==> src/rtl/decimating_sampler.sv <==
// Multi-channel decimator: every Neff enabled cycles it emits either the last
// sample (mode 0) or the window sum (mode 1) of each channel.
module decimating_sampler #(
    parameter int WIDTH    = 8,
    parameter int CHANNELS = 4,
    parameter int CNT_W    = 8
) (
    input  logic                               clk,
    input  logic                               reset,
    input  logic                               en,
    input  logic [CNT_W-1:0]                   period,
    input  logic                               mode,
    input  logic [CHANNELS*WIDTH-1:0]          din,
    output logic [CHANNELS*(WIDTH+CNT_W)-1:0]  dout,
    output logic                               dout_valid,
    output logic [CNT_W-1:0]                   phase
);

    localparam int OW = WIDTH + CNT_W;

    logic [CNT_W-1:0] r_period_q;
    logic             r_mode_q;
    logic [CNT_W-1:0] r_phase;
    logic             r_valid;

    logic [CNT_W-1:0] w_last_phase;
    logic             w_win_end;

    // A zero period behaves as a one-cycle window.
    assign w_last_phase = (r_period_q == '0) ? '0 : r_period_q - CNT_W'(1);
    assign w_win_end    = en && (r_phase == w_last_phase);

    // Window parameters are only reloaded at a window boundary (or in reset),
    // so the window in progress never sees a period/mode change.
    always_ff @(posedge clk) begin
        if (reset) begin
            r_phase    <= '0;
            r_valid    <= 1'b0;
            r_period_q <= period;
            r_mode_q   <= mode;
        end else begin
            r_valid <= w_win_end;
            if (en) begin
                if (w_win_end) begin
                    r_phase    <= '0;
                    r_period_q <= period;
                    r_mode_q   <= mode;
                end else begin
                    r_phase <= r_phase + CNT_W'(1);
                end
            end
        end
    end

    generate
        for (genvar gi = 0; gi < CHANNELS; gi++) begin : g_chan
            logic [WIDTH-1:0] w_din;
            logic [OW-1:0]    w_din_ext;
            logic [OW-1:0]    w_sum;
            logic [OW-1:0]    r_acc;
            logic [OW-1:0]    r_dout;

            assign w_din     = din[gi*WIDTH +: WIDTH];
            assign w_din_ext = {{CNT_W{1'b0}}, w_din};
            assign w_sum     = r_acc + w_din_ext;

            // The accumulator only grows in mode 1; it is cleared at every
            // window end, so it is already zero whenever mode 0 takes over.
            always_ff @(posedge clk) begin
                if (reset) begin
                    r_acc  <= '0;
                    r_dout <= '0;
                end else if (en) begin
                    if (w_win_end) begin
                        r_dout <= r_mode_q ? w_sum : w_din_ext;
                        r_acc  <= '0;
                    end else if (r_mode_q) begin
                        r_acc <= w_sum;
                    end
                end
            end

            assign dout[gi*OW +: OW] = r_dout;
        end
    endgenerate

    assign dout_valid = r_valid;
    assign phase      = r_phase;

endmodule

==> config.mk <==
export PLATFORM = sky130hd
export DESIGN_NAME = decimating_sampler
export DESIGN_NICKNAME = d
export VERILOG_FILES = /design/src/rtl/decimating_sampler.sv
export SDC_FILE = /design/constraint.sdc
export NUM_CORES = 1
export LEC_CHECK = 0
export CORE_UTILIZATION = 25
export CTS_CLUSTER_DIAMETER = 80
export DETAILED_ROUTE_END_ITERATION = 10
export PLACE_DENSITY_LB_ADDON = 0.12
export SETUP_SLACK_MARGIN = 0.4
export SKIP_CTS_REPAIR_TIMING = 1
export SLEW_MARGIN = 30
export SYNTH_ARGS = -nofsm -noshare
export SYNTH_HDL_FRONTEND = slang
export SYNTH_SLANG_ARGS = --single-unit
==> constraint.sdc <==
create_clock -name clk -period 3.07 [get_ports clk]
set_input_delay 0.7675 -clock clk [delete_from_list [all_inputs] [get_ports clk]]
set_output_delay 0.7675 -clock clk [all_outputs]
set_load 0.03 [all_outputs]
layers.png
Two of the layers only.
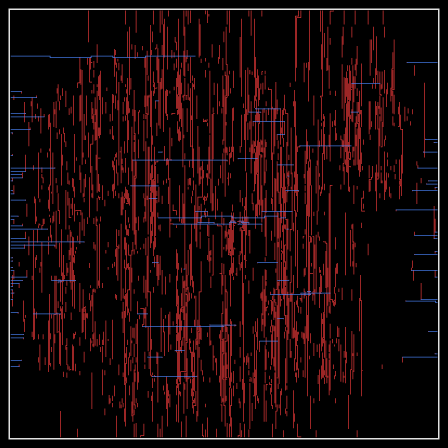
| color | layer | wire length |
|---|---|---|
| blue | M3 | 871 um |
| red | M2 | 12300 um |
DR vias: 7649
Routed wire per std cell: 17.2 um
final WL: 26.9 mm
All-Layer GR Usage: 15.9%

ff_map.png
Bar = 50 um.
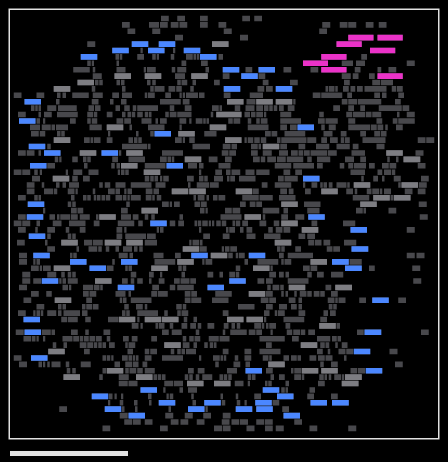
| color | signal | placed flops | where |
|---|---|---|---|
| blue | g_chan.r_dout | 64 | spread over the die |
| magenta | r_period_q | 8 | upper right |
not colored: 74

==> CHANGELOG.md <==
### Changed

* Tool Warnings at 28
* CORE AREA at 31600 sq um
* Crit path DAT at 3.27 ns
* Post-route DRC violation count at 0
* First-pass GRT wire length at 41.2 mm
* Die Height at 182 um
* Setup violators final at 0
* Buf/Inv on CP at 3
* Cell Count, Final, Fillers Out at 1565
* Post-synth seq share at 37.3%
* Flops & latches, synth at 146
* Final Net Count at 1232
* Crit path from: r_period_q[0]
* Worst Hold Path EP: g_chan[0].r_dout[0]
* Clock latency on the worst-skew pair at 0.43 ns
* Reg2Reg Depth at 10
* Highest ir drop seen on vdd at 0.000378 V
* Worst Path Class, Setup: reg -> reg
* # Max-Cap Violations at 0
* Synth top cell by count: dfxtp_1
* Ant. Diodes at 0
* Final Power at 5.10 mW
* Part of the cycle the worst path needs at 96.6%
* Synth top cells by count: dfxtp_1, a21oi_1, nand2_1
* Mapped Cells at 936
* Slew Limit Headroom at 54.8%
* Die W at 182 um
* YS chip area at 8080 sq um
* Static Leak at 4.44 nW
* Pwr/cell area at 427 nW/um^2
* IO Port Bufs at 116
* Setup TNS at 0 ns
* Worst setup SP type: register
* Drt pass-1 iters at 5
* Run status: complete, no violations
* Hold_sp: g_chan[0].r_dout[0]
* Worst r2r dst: g_chan[2].r_acc[13]
* Placed instance count at 1506
* Largest net degree at the start of global routing at 49
* Util after Layout at 37.7%
* DP HPWL at 18.2 mm
* Initial core utilization at 25.5%
* Hold Crit Class: reg -> reg
* Htree depth at 4
* Root buffer cell: clkbuf_16
* I/O pins at 117
* CP max stage delay at 0.57 ns
* Fillers at 3206
* Worst Tran Pin Value at 0.678 ns
* Crit path max fanout at 5
* Vias in the first global route at 7385
* Yosys Warn Count at 0
* Fraction of layout cells with a size suffix above 1 at 23.6%
* Min Tclk post-route at 2.97 ns
* Clock Pin Slew Worst Setup and Hold Paths at 0.07 ns
* Final instance area at 11900 sq um
* Rows at 65
* Final hold violation count at 0
* Vias per Instance at 4.89
* Worst slack, placed at -0.327 ns
* R2r setup slk at 0.10 ns
* Dominant synthesized flop cell: dfxtp_1
* Top cells by area: dfxtp_1, a21oi_1, ha_1
* CP Capture Type: register
* Final worst setup slack at 0.104 ns
* Ys async rst share at 0%
* Gp weighted congestion at 0.794
* Clock skew at 0.0135 ns
* Reg-to-Reg Start: r_period_q[0]
* Top-area cell share at 34.0%
* Flip-flops with a built-in enable at 9
* FMAX at 337 MHz
* # Cells Yosys at 936
* Top flop regs: g_chan.r_acc x64, g_chan.r_dout x64
* Unrepaired setup endpoints after global routing: yes
* Hold Slack at 0.457 ns
* Initial antenna violation count at 0
* Hold-critical path depth at 2
* Cell taking the most area after synthesis: dfxtp_1
* Post-synthesis net count at 1018
* Syn Area/Cell at 8.63 sq um
* Initial DRC Count at 433
* Longest Clk Path Bufs at 2
* CP delay by family, top: simple AND/OR/NAND/NOR gates
* CP max stage cell: or4_4
* Clock sink total at 146
* Yosys cell types at 72
* Cell Area, Synth at 8080 sq um
* Post-DRT Antenna Nets at 0
* GRT overflow at 0
* Chip area at 33000 sq um
* TritonCTS clock tree: built
* Critical path data required time at 3.38 ns
* CP cell instances: buf_4, buf_6, or4_4, nand3_4, o311ai_4, a2111oi_4, and2_4, buf_6, nor2_1, or4_1
* Synthesis-to-finish area growth at 47.8%
* Slew Limit Fails at 0
* Placed Area at 10500 sq um
util_map.png
Bar = 50 um. The die is cut into 18 by 18 equal tiles; dark purple is low, yellow is high, 0 to 100% covered.
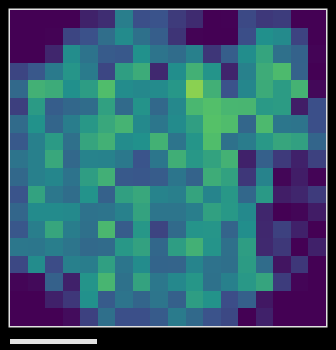
nearly empty tiles: 13%
mean over tiles: 35%
densest ninth of the die: center
fullest tile: 82%
emptiest ninth of the die: lower right

route_heat.png
The die is cut into 36 by 36 equal tiles; dark purple is low, yellow is high, scaled to the fullest tile. Values are wire area over tile area, all layers added.
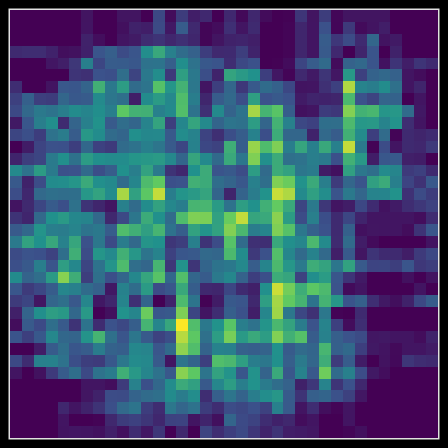
densest ninth of the die: center
tiles over half the peak: 17%
mean over tiles: 0.12
fullest tile: 0.44
emptiest ninth of the die: lower right

report_power, final:
group	switching, mW	internal (mW)
sequential	0.0365	1.96
clock	0.893	1.39
combinational	0.434	0.388
cell families (layout without fill, tap and decap cells):
kind of cell	count (synthesis)	count (layout)	synth area share, %
muxes	23	23	3.21
buffers and inverters	76	303	3.86
xor gates and xnor gates	78	78	8.46
DFF	146	146	37.3
adders and majority gates	38	38	6.26
and+or+nand+nor	308	308	19.3
AOI/OAI and AO/OA	267	267	21.6
area by class of cell:
type	instances	area (sq um)	area share, %
Multi-Input combinational cell	714	5190	43.5
Tap cell	402	503	4.21
Timing Repair Buffer	258	2550	21.4
Clock buffer	20	447	3.74
Clock inverter	12	181	1.52
Sequential cell	146	3010	25.2
Inverter	13	51.3	0.430
layout by cell type (no fill, tap or decap), types with 17 or more instances in the layout:
cell	synthesis	layout
clkbuf_16	0	19
buf_4	2	105
mux2_2	23	23
o21ai_1	20	27
o21ai_0	29	20
dfxtp_1	137	137
xnor2_1	43	42
a22o_1	20	20
buf_6	1	17
ha_1	34	29
nor2_1	61	58
nand3_1	44	43
a21oi_1	96	85
xor2_1	35	33
clkdlybuf4s50_1	0	113
nand4_1	18	18
nand2_1	94	90
worst max path at each step:
stage | end | slack (ns) | cells after the start
detailed placement | g_chan[2].r_acc[11] | -0.33 | 9
global route | g_chan[2].r_acc[13] | 0.002 | 10
global placement | g_chan[2].r_acc[13] | -0.33 | 9
CTS | g_chan[1].r_dout[14] | -0.13 | 11
floorplan | g_chan[2].r_acc[13] | 0.20 | 10
finish | g_chan[2].r_acc[13] | 0.10 | 10
metal layers:
metal	vias to the layer above	part of all wire, %	global-route usage, %
met5	-	0	0
met4	0	1.3	4.27
met3	22	3.2	2.49
met2	136	46	25.2
met1	3616	50	22.3
li1	3875	-	-
Power figures rest on the tool's default switching activity, not on a simulated workload.
